**src/rtl/clk_gate_pkg.sv**
```systemverilog
// Shared definitions for the per-unit clock-enable controller:
// FSM state encoding and default timing parameters.
package clk_gate_pkg;

    typedef enum logic [1:0] {
        ST_ON   = 2'b00,
        ST_WAKE = 2'b01,
        ST_OFF  = 2'b10
    } unit_state_e;

    localparam int unsigned DEF_IDLE_CYCLES = 8;
    localparam int unsigned DEF_WAKE_CYCLES = 2;

endpackage

```
**src/rtl/clk_gate_ctrl_unit.sv**
```systemverilog
// One enable lane: ON/WAKE/OFF FSM with a saturating idle/wake counter.
// All outputs except is_off come straight from flops.
module clk_gate_ctrl_unit
    import clk_gate_pkg::*;
#(
    parameter int unsigned IDLE_CYCLES = DEF_IDLE_CYCLES,
    parameter int unsigned WAKE_CYCLES = DEF_WAKE_CYCLES,
    parameter int unsigned CNT_W       = 4
) (
    input  logic clk,
    input  logic rst,
    input  logic force_on,
    input  logic req,
    output logic enable,
    output logic ready,
    output logic is_off
);

    localparam int unsigned CNT_NEED = (IDLE_CYCLES > WAKE_CYCLES) ? IDLE_CYCLES : WAKE_CYCLES;
    localparam logic [CNT_W-1:0] IDLE_LAST = (IDLE_CYCLES == 0) ? '0 : CNT_W'(IDLE_CYCLES - 1);
    localparam logic [CNT_W-1:0] WAKE_LAST = CNT_W'(WAKE_CYCLES - 1);

    if (WAKE_CYCLES < 1 || WAKE_CYCLES > 15) begin : g_bad_wake
        $error("clk_gate_ctrl_unit: WAKE_CYCLES must be in 1..15");
    end
    if (CNT_W < 1 || CNT_W > 30 || CNT_NEED > ((2 ** CNT_W) - 1)) begin : g_bad_cnt
        $error("clk_gate_ctrl_unit: CNT_W too small for IDLE_CYCLES/WAKE_CYCLES");
    end

    unit_state_e      r_state;
    unit_state_e      w_state_nxt;
    logic [CNT_W-1:0] r_cnt;
    logic [CNT_W-1:0] w_cnt_nxt;
    logic [CNT_W-1:0] w_cnt_inc;
    logic             w_wake;
    logic             r_enable;
    logic             r_ready;

    assign w_wake    = req | force_on;
    assign w_cnt_inc = (r_cnt == '1) ? r_cnt : r_cnt + 1'b1;

    always_comb begin
        w_state_nxt = r_state;
        w_cnt_nxt   = r_cnt;
        case (r_state)
            ST_ON: begin
                if (w_wake || IDLE_CYCLES == 0) begin
                    w_cnt_nxt = '0;
                end else if (r_cnt == IDLE_LAST) begin
                    w_state_nxt = ST_OFF;
                    w_cnt_nxt   = '0;
                end else begin
                    w_cnt_nxt = w_cnt_inc;
                end
            end
            ST_OFF: begin
                w_cnt_nxt = '0;
                if (w_wake) begin
                    w_state_nxt = ST_WAKE;
                end
            end
            ST_WAKE: begin
                // A dropped request does not abort the wake; the lane idles down later from ON.
                if (r_cnt == WAKE_LAST) begin
                    w_state_nxt = ST_ON;
                    w_cnt_nxt   = '0;
                end else begin
                    w_cnt_nxt = w_cnt_inc;
                end
            end
            default: begin
                w_state_nxt = ST_ON;
                w_cnt_nxt   = '0;
            end
        endcase
    end

    always_ff @(posedge clk or posedge rst) begin
        if (rst) begin
            r_state  <= ST_ON;
            r_cnt    <= '0;
            r_enable <= 1'b1;
            r_ready  <= 1'b1;
        end else begin
            r_state  <= w_state_nxt;
            r_cnt    <= w_cnt_nxt;
            r_enable <= (w_state_nxt != ST_OFF);
            r_ready  <= (w_state_nxt == ST_ON);
        end
    end

    assign enable = r_enable;
    assign ready  = r_ready;
    // Next-state view, so the parent's all_off flop updates on the same edge as the states.
    assign is_off = (w_state_nxt == ST_OFF);

endmodule

```
**src/rtl/clk_gate_ctrl.sv**
```systemverilog
// Clock-enable controller: one gating lane per optional datapath unit,
// plus a registered all-units-off flag.
module clk_gate_ctrl
    import clk_gate_pkg::*;
#(
    parameter int unsigned NUM_UNITS   = 4,
    parameter int unsigned IDLE_CYCLES = DEF_IDLE_CYCLES,
    parameter int unsigned WAKE_CYCLES = DEF_WAKE_CYCLES,
    parameter int unsigned CNT_W       = 4
) (
    input  logic                 clk,
    input  logic                 rst,
    input  logic                 force_on,
    input  logic [NUM_UNITS-1:0] active_req,
    output logic [NUM_UNITS-1:0] enable,
    output logic [NUM_UNITS-1:0] unit_ready,
    output logic                 all_off
);

    logic [NUM_UNITS-1:0] w_off_nxt;
    logic                 r_all_off;

    for (genvar g = 0; g < NUM_UNITS; g++) begin : g_unit
        clk_gate_ctrl_unit #(
            .IDLE_CYCLES (IDLE_CYCLES),
            .WAKE_CYCLES (WAKE_CYCLES),
            .CNT_W       (CNT_W)
        ) u_unit (
            .clk      (clk),
            .rst      (rst),
            .force_on (force_on),
            .req      (active_req[g]),
            .enable   (enable[g]),
            .ready    (unit_ready[g]),
            .is_off   (w_off_nxt[g])
        );
    end

    always_ff @(posedge clk or posedge rst) begin
        if (rst) begin
            r_all_off <= 1'b0;
        end else begin
            r_all_off <= &w_off_nxt;
        end
    end

    assign all_off = r_all_off;

endmodule

```
**config.mk**
```make
export PLATFORM = sky130hd
export DESIGN_NAME = clk_gate_ctrl
export DESIGN_NICKNAME = d
export VERILOG_FILES = /design/src/rtl/clk_gate_pkg.sv /design/src/rtl/clk_gate_ctrl_unit.sv /design/src/rtl/clk_gate_ctrl.sv
export SDC_FILE = /design/constraint.sdc
export NUM_CORES = 1
export LEC_CHECK = 0
export CAP_MARGIN = 40
export CORE_ASPECT_RATIO = 0.9
export CORE_MARGIN = 10
export CORE_UTILIZATION = 50
export DETAILED_ROUTE_END_ITERATION = 8
export PLACE_DENSITY_LB_ADDON = 0.1
export SYNTH_ARGS = -nofsm -noshare
export SYNTH_HDL_FRONTEND = slang
export SYNTH_HIERARCHICAL = 1
export SYNTH_SLANG_ARGS = --single-unit
```
**constraint.sdc**
```tcl
create_clock -name clk -period 1.21 [get_ports clk]
set_input_delay 0.3025 -clock clk [delete_from_list [all_inputs] [get_ports clk]]
set_output_delay 0.3025 -clock clk [all_outputs]
set_load 0.01 [all_outputs]
```
Placement by RTL instance:
Drawn at 6 px/micron. Other cells in gray.
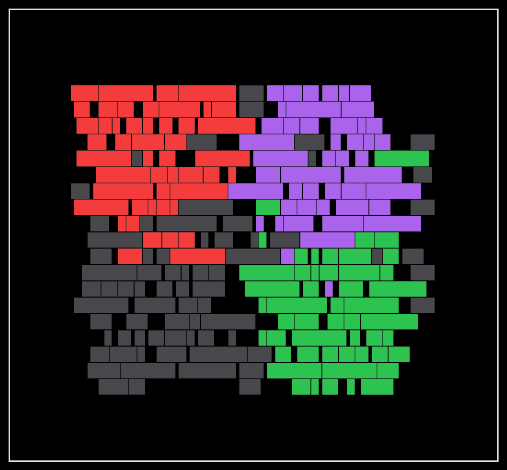
| instance | color | cells |
|---|---|---|
| g_unit[1].u_unit | red | 48 |
| g_unit[3].u_unit | green | 50 |
| g_unit[2].u_unit | purple | 46 |
not colored: 71
Core Util, Final: 79.7%
chip area: 6090 sq um
tally of non-filler cells in the final layout: 257

Clock distribution:
Drawn at 6 px/micron.
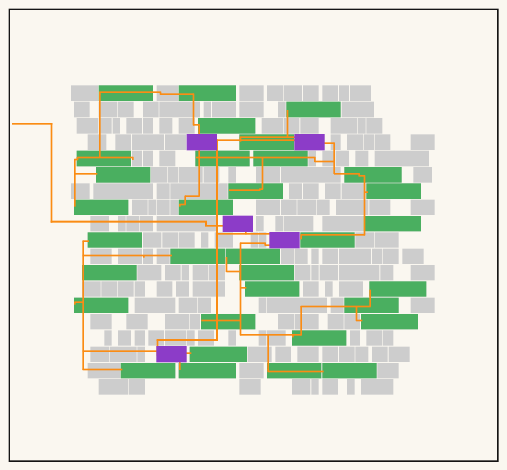
[clock-net drivers] purple | count: 5
[clock wires] orange | length: 440 microns
[flip-flops] green | count: 33
routed clock nets: 6
worst-skew pair later-pin latency: 0.28 ns
Clk pwr share: 36.3%
clock-net power: 0.798 mW
clock skew: 0.00702 ns

==> reports/results.tsv <==
stage	metric	value	unit
status	status	finished, violations left	
status	violations	setup timing	
setup_path	slowest_stage	dfrtp_1	
setup_path	r2r_slack	-0.18	ns
setup_path	crit_chain	ha_2, and3b_2, o32ai_4, nor2b_4	
logic_synthesis	synth-edff-count	0	
setup_path	end_kind	flip-flop	
global_route	use_met2	25.1	%
cells_and_area	finalInstanceArea	2500	sq um
job	maxCapViolCount	0	
logic_synthesis	synthAdderAreaFrac	5.94	%
drt	wl_met3	171	microns
pwr	p_int	1.67	mW
sta	setup_slack	-0.175	ns
pwr	power.leakage	1.19	nW
floorplan	die_w	81.2	microns
floorplan	row_count	19	
placed_design	placed_area	2170	sq um
cells_and_area	comb_area	1020	sq um
sta	slew_violations	0	
setup_path	critPathKind	reg2reg	
global_route	grtUsageTotal	14.3	%
sta	setup_viol	28	
pwr	sw_frac_of_total	24.2	%
cells_and_area	clockNetworkAreaShare	3.30	%
pwr	power.switching	0.531	mW
I/O nets highlighted:
Drawn at 4 px/micron.
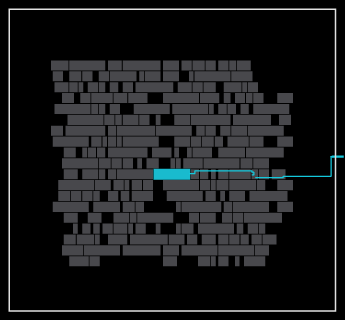
| port | color | bits | direction | edge | end cells | buffers | wire |
|---|---|---|---|---|---|---|---|
| all_off | cyan | 1 | output | east | 1 | 1 | 42.6 microns |
I/O Buffers: 15
number of top-level pins: 16

Placed cells, one color a class:
Drawn at 4 px/micron. Fill, decap, tap and diode cells in gray.
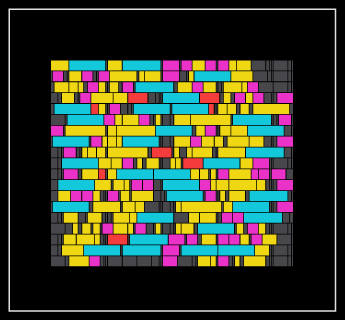
| class | color | cells | share of their area |
|---|---|---|---|
| clock drivers and dummy loads | red | 8 | 3.4% |
| remaining logic cells | yellow | 118 | 44% |
| remaining buffers and delay cells | magenta | 56 | 19% |
| registers | cyan | 33 | 34% |

Power figures rest on the tool's default switching activity, not on a simulated workload.
